[src/rtl/par_check_rx_if.sv]
// Serial receive bus for par_check_rx: line/strobe toward the receiver, recovered word and status back.
// The receiver drives data_out, data_valid, par_err, frame_err, busy and err_count.
interface par_check_rx_if #(
   parameter int DATA_W = 3,
   parameter int CNT_W  = 8
);
   logic              din;
   logic              bit_en;
   logic [DATA_W-1:0] data_out;
   logic              data_valid;
   logic              par_err;
   logic              frame_err;
   logic              busy;
   logic [CNT_W-1:0]  err_count;

   modport master (
      output din,
      output bit_en,
      input  data_out,
      input  data_valid,
      input  par_err,
      input  frame_err,
      input  busy,
      input  err_count
   );

   modport slave (
      input  din,
      input  bit_en,
      output data_out,
      output data_valid,
      output par_err,
      output frame_err,
      output busy,
      output err_count
   );
endinterface

[src/rtl/par_check_rx.sv]
// Parity-checking serial receiver: start, DATA_W bits LSB first, parity, stop.
// Delivers each frame with a one-cycle valid pulse, parity/framing flags and a saturating error count.
module par_check_rx #(
   parameter int DATA_W     = 3,
   parameter int PARITY_ODD = 0,
   parameter int CNT_W      = 8
) (
   input logic           clk,
   input logic           rst,
   par_check_rx_if.slave bus
);

   localparam int BCNT_W = (DATA_W > 1) ? $clog2(DATA_W) : 1;
   localparam logic [BCNT_W-1:0] LAST_BIT = BCNT_W'(DATA_W - 1);
   localparam logic PAR_INV = (PARITY_ODD != 0);

   typedef enum logic [1:0] {
      IDLE   = 2'd0,
      DATA   = 2'd1,
      PARITY = 2'd2,
      STOP   = 2'd3
   } state_t;

   function automatic logic expected_par(input logic [DATA_W-1:0] d);
      return (^d) ^ PAR_INV;
   endfunction

   // Counter holds at all-ones instead of wrapping.
   function automatic logic [CNT_W-1:0] sat_inc(input logic [CNT_W-1:0] c);
      return (&c) ? c : c + 1'b1;
   endfunction

   state_t              state_q, state_d;
   logic [DATA_W-1:0]   shift_q, shift_d;
   logic [BCNT_W-1:0]   cnt_q, cnt_d;
   logic                rx_par_q, rx_par_d;
   logic                frame_done;
   logic                par_err_d;
   logic                frame_err_d;

   logic [DATA_W-1:0]   data_p1;
   logic                vld_p1;
   logic                par_err_p1;
   logic                frame_err_p1;
   logic [CNT_W-1:0]    err_cnt_p1;

   always_comb begin
      state_d     = state_q;
      shift_d     = shift_q;
      cnt_d       = cnt_q;
      rx_par_d    = rx_par_q;
      frame_done  = 1'b0;
      par_err_d   = rx_par_q ^ expected_par(shift_q);
      frame_err_d = ~bus.din;

      if (bus.bit_en) begin
         case (state_q)
            IDLE: begin
               if (!bus.din) begin
                  state_d = DATA;
                  cnt_d   = '0;
               end
            end
            DATA: begin
               // Shift toward bit 0 so the first received bit ends up as the LSB.
               shift_d             = shift_q >> 1;
               shift_d[DATA_W-1]   = bus.din;
               cnt_d               = cnt_q + 1'b1;
               if (cnt_q == LAST_BIT) begin
                  state_d = PARITY;
               end
            end
            PARITY: begin
               rx_par_d = bus.din;
               state_d  = STOP;
            end
            STOP: begin
               frame_done = 1'b1;
               state_d    = IDLE;
            end
            default: begin
               state_d = IDLE;
            end
         endcase
      end
   end

   always_ff @(posedge clk) begin
      if (rst) begin
         state_q  <= IDLE;
         shift_q  <= '0;
         cnt_q    <= '0;
         rx_par_q <= 1'b0;
      end else begin
         state_q  <= state_d;
         shift_q  <= shift_d;
         cnt_q    <= cnt_d;
         rx_par_q <= rx_par_d;
      end
   end

   // Stage 1: frame result registered on the stop-bit edge.
   always_ff @(posedge clk) begin
      if (rst) begin
         data_p1      <= '0;
         vld_p1       <= 1'b0;
         par_err_p1   <= 1'b0;
         frame_err_p1 <= 1'b0;
         err_cnt_p1   <= '0;
      end else begin
         vld_p1       <= frame_done;
         par_err_p1   <= frame_done & par_err_d;
         frame_err_p1 <= frame_done & frame_err_d;
         if (frame_done) begin
            data_p1 <= shift_q;
            if (par_err_d || frame_err_d) begin
               err_cnt_p1 <= sat_inc(err_cnt_p1);
            end
         end
      end
   end

   assign bus.data_out   = data_p1;
   assign bus.data_valid = vld_p1;
   assign bus.par_err    = par_err_p1;
   assign bus.frame_err  = frame_err_p1;
   assign bus.busy       = (state_q != IDLE);
   assign bus.err_count  = err_cnt_p1;

endmodule

[src/flat_wrapper.sv]
// flat-port wrapper written by rule: the top's interface ports become plain ports
module par_check_rx_flat 
#(
   parameter int DATA_W     = 3,
   parameter int PARITY_ODD = 0,
   parameter int CNT_W      = 8
)
  (clk, rst, bus_din, bus_bit_en, bus_data_out, bus_data_valid, bus_par_err, bus_frame_err, bus_busy, bus_err_count);
  par_check_rx_if #(.DATA_W(DATA_W), .CNT_W(CNT_W)) bus_i ();
  input logic clk;
  input logic rst;
  input wire logic [$bits(bus_i.din)-1:0] bus_din;
  input wire logic [$bits(bus_i.bit_en)-1:0] bus_bit_en;
  output wire logic [$bits(bus_i.data_out)-1:0] bus_data_out;
  output wire logic [$bits(bus_i.data_valid)-1:0] bus_data_valid;
  output wire logic [$bits(bus_i.par_err)-1:0] bus_par_err;
  output wire logic [$bits(bus_i.frame_err)-1:0] bus_frame_err;
  output wire logic [$bits(bus_i.busy)-1:0] bus_busy;
  output wire logic [$bits(bus_i.err_count)-1:0] bus_err_count;
  assign bus_i.din = bus_din;
  assign bus_i.bit_en = bus_bit_en;
  assign bus_data_out = bus_i.data_out;
  assign bus_data_valid = bus_i.data_valid;
  assign bus_par_err = bus_i.par_err;
  assign bus_frame_err = bus_i.frame_err;
  assign bus_busy = bus_i.busy;
  assign bus_err_count = bus_i.err_count;
  par_check_rx #(.DATA_W(DATA_W), .PARITY_ODD(PARITY_ODD), .CNT_W(CNT_W)) u_core (.clk(clk), .rst(rst), .bus(bus_i));
endmodule
[config.mk]
export PLATFORM = sky130hd
export DESIGN_NAME = par_check_rx_flat
export DESIGN_NICKNAME = d
export VERILOG_FILES = /design/src/rtl/par_check_rx_if.sv /design/src/rtl/par_check_rx.sv /design/src/flat_wrapper.sv
export SDC_FILE = /design/constraint.sdc
export NUM_CORES = 1
export LEC_CHECK = 0
export ABC_CLOCK_PERIOD_IN_PS = 2400
export CAP_MARGIN = 20
export CORE_MARGIN = 1
export CORE_UTILIZATION = 50
export DETAILED_ROUTE_END_ITERATION = 8
export GPL_TIMING_DRIVEN = 0
export HOLD_SLACK_MARGIN = 0.05
export PLACE_DENSITY = 0.77
export SLEW_MARGIN = 30
export SYNTH_ARGS = -nofsm -noshare
export SYNTH_HDL_FRONTEND = slang
export SYNTH_SLANG_ARGS = --single-unit
[constraint.sdc]
create_clock -name clk -period 2.4 [get_ports clk]
set_input_delay 0.36 -clock clk [delete_from_list [all_inputs] [get_ports clk]]
set_output_delay 0.36 -clock clk [all_outputs]
set_load 0.005 [all_outputs]
**I/O pins on the die edge**

(8 px per µm) Pins as bars across the die edge, other pins in gray.
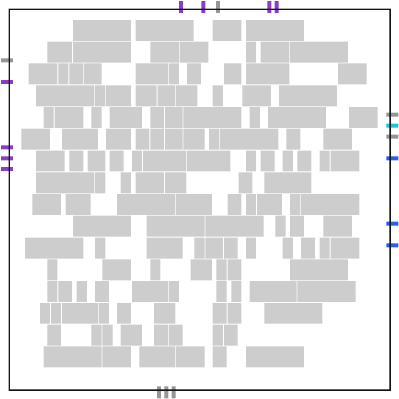
| color | port | pins | direction | edge |
|---|---|---|---|---|
| cyan | `bus_frame_err` | 1 | output | east |
| purple | `bus_err_count` | 8 | output | 4 west, 4 north |
| blue | `bus_data_out` | 3 | output | east |
all pins by edge: 6 east, 5 west, 5 north, 3 south
Die Span Y: 47.4 µm
count of buffers from port buffering: 17
Horiz. Die Dim: 47.4 µm

**Met3 routing**

(8 px per µm)
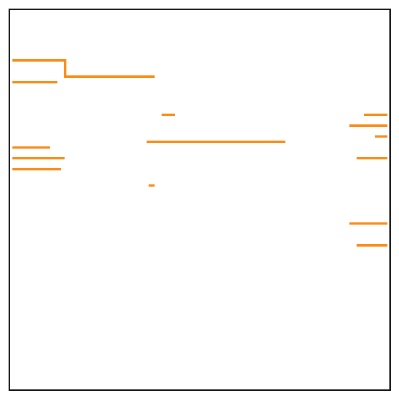
main direction: horizontal
wire length on this layer: 79.8 µm
met3 track demand over resource in global routing: 0.0340
overall via count from detail_route: 851
total wire length after detailed routing: 1.81 mm

**M2 wires**

(6 px per µm) Cells faint in the background.
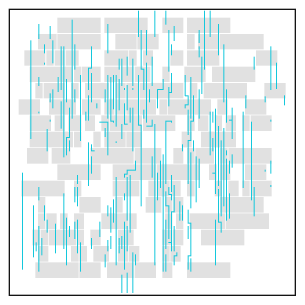
share of all routed wire: 48%
nets with wire on the layer: 122
longest straight run: 23.5 µm
wire length on this layer: 874 µm
main direction: vertical

==> notes.md <==
Physical implementation.

- The number of logic gates is 87.
- The nature of the critical path endpoint is a primary output.
- The clock-cell share of area is 0.0179.
- The post-synthesis instance area is 1030 µm².
- The transition time at the pin with the least slew margin is 0.419 ns.
- The count of non-filler cells in the finished layout is 164.
- In the global route stage, met1 resource usage came out at 0.244.
- The clock buffer count from CTS is 3.
- According to the timing report, the critical path is launched from u_core.state_q[0]$_SDFFE_PP0P_.
- The number of sinks driven by the clock tree is 22.
- The maximum operating frequency is 526 MHz.
- The run finished with clean final reports.
- The total cell area at the placement stage is 1240 µm².
- The combinational share of power is 0.103.
- For this run, the script counts the antenna cells in the layout as 0.
- The sequential cell area is approximately 440 µm².
- The first-pass GRT wire length is 2.84 mm.
- The switching power is 140 µW.
- The worst hold path passes through 3 cells.
- The count of inverters other than clock inverters in the layout is 5.
- The max-slew violation count is 0.
- Per the run summary, max-cap violations total 0.
- Endpoints with negative setup slack in the final report add up to 0.
- The number of antenna violations at the first check in global routing is 0.
- The die area is between 2000 and 2500 µm².
- After detailed routing, no signal wire sits above met4.
- Among all stages on the critical path, the largest delay is contributed by sky130_fd_sc_hd__clkdlybuf4s50_1.
- The power group with the highest consumption is registers.
- The chip area line in the Yosys stat output reads 1030 µm².
- The synthesized netlist contains 28 unique library cells.
- The report lists the number of cells resized after CTS as 0.
- The post-synthesis share of cell area spent on and, or, nand and nor gates is 0.216.
- The post-CTS hold buffer count recorded in the log is 0.
- The critical path depth is 4.
Power is estimated from default activity; no workload was simulated.
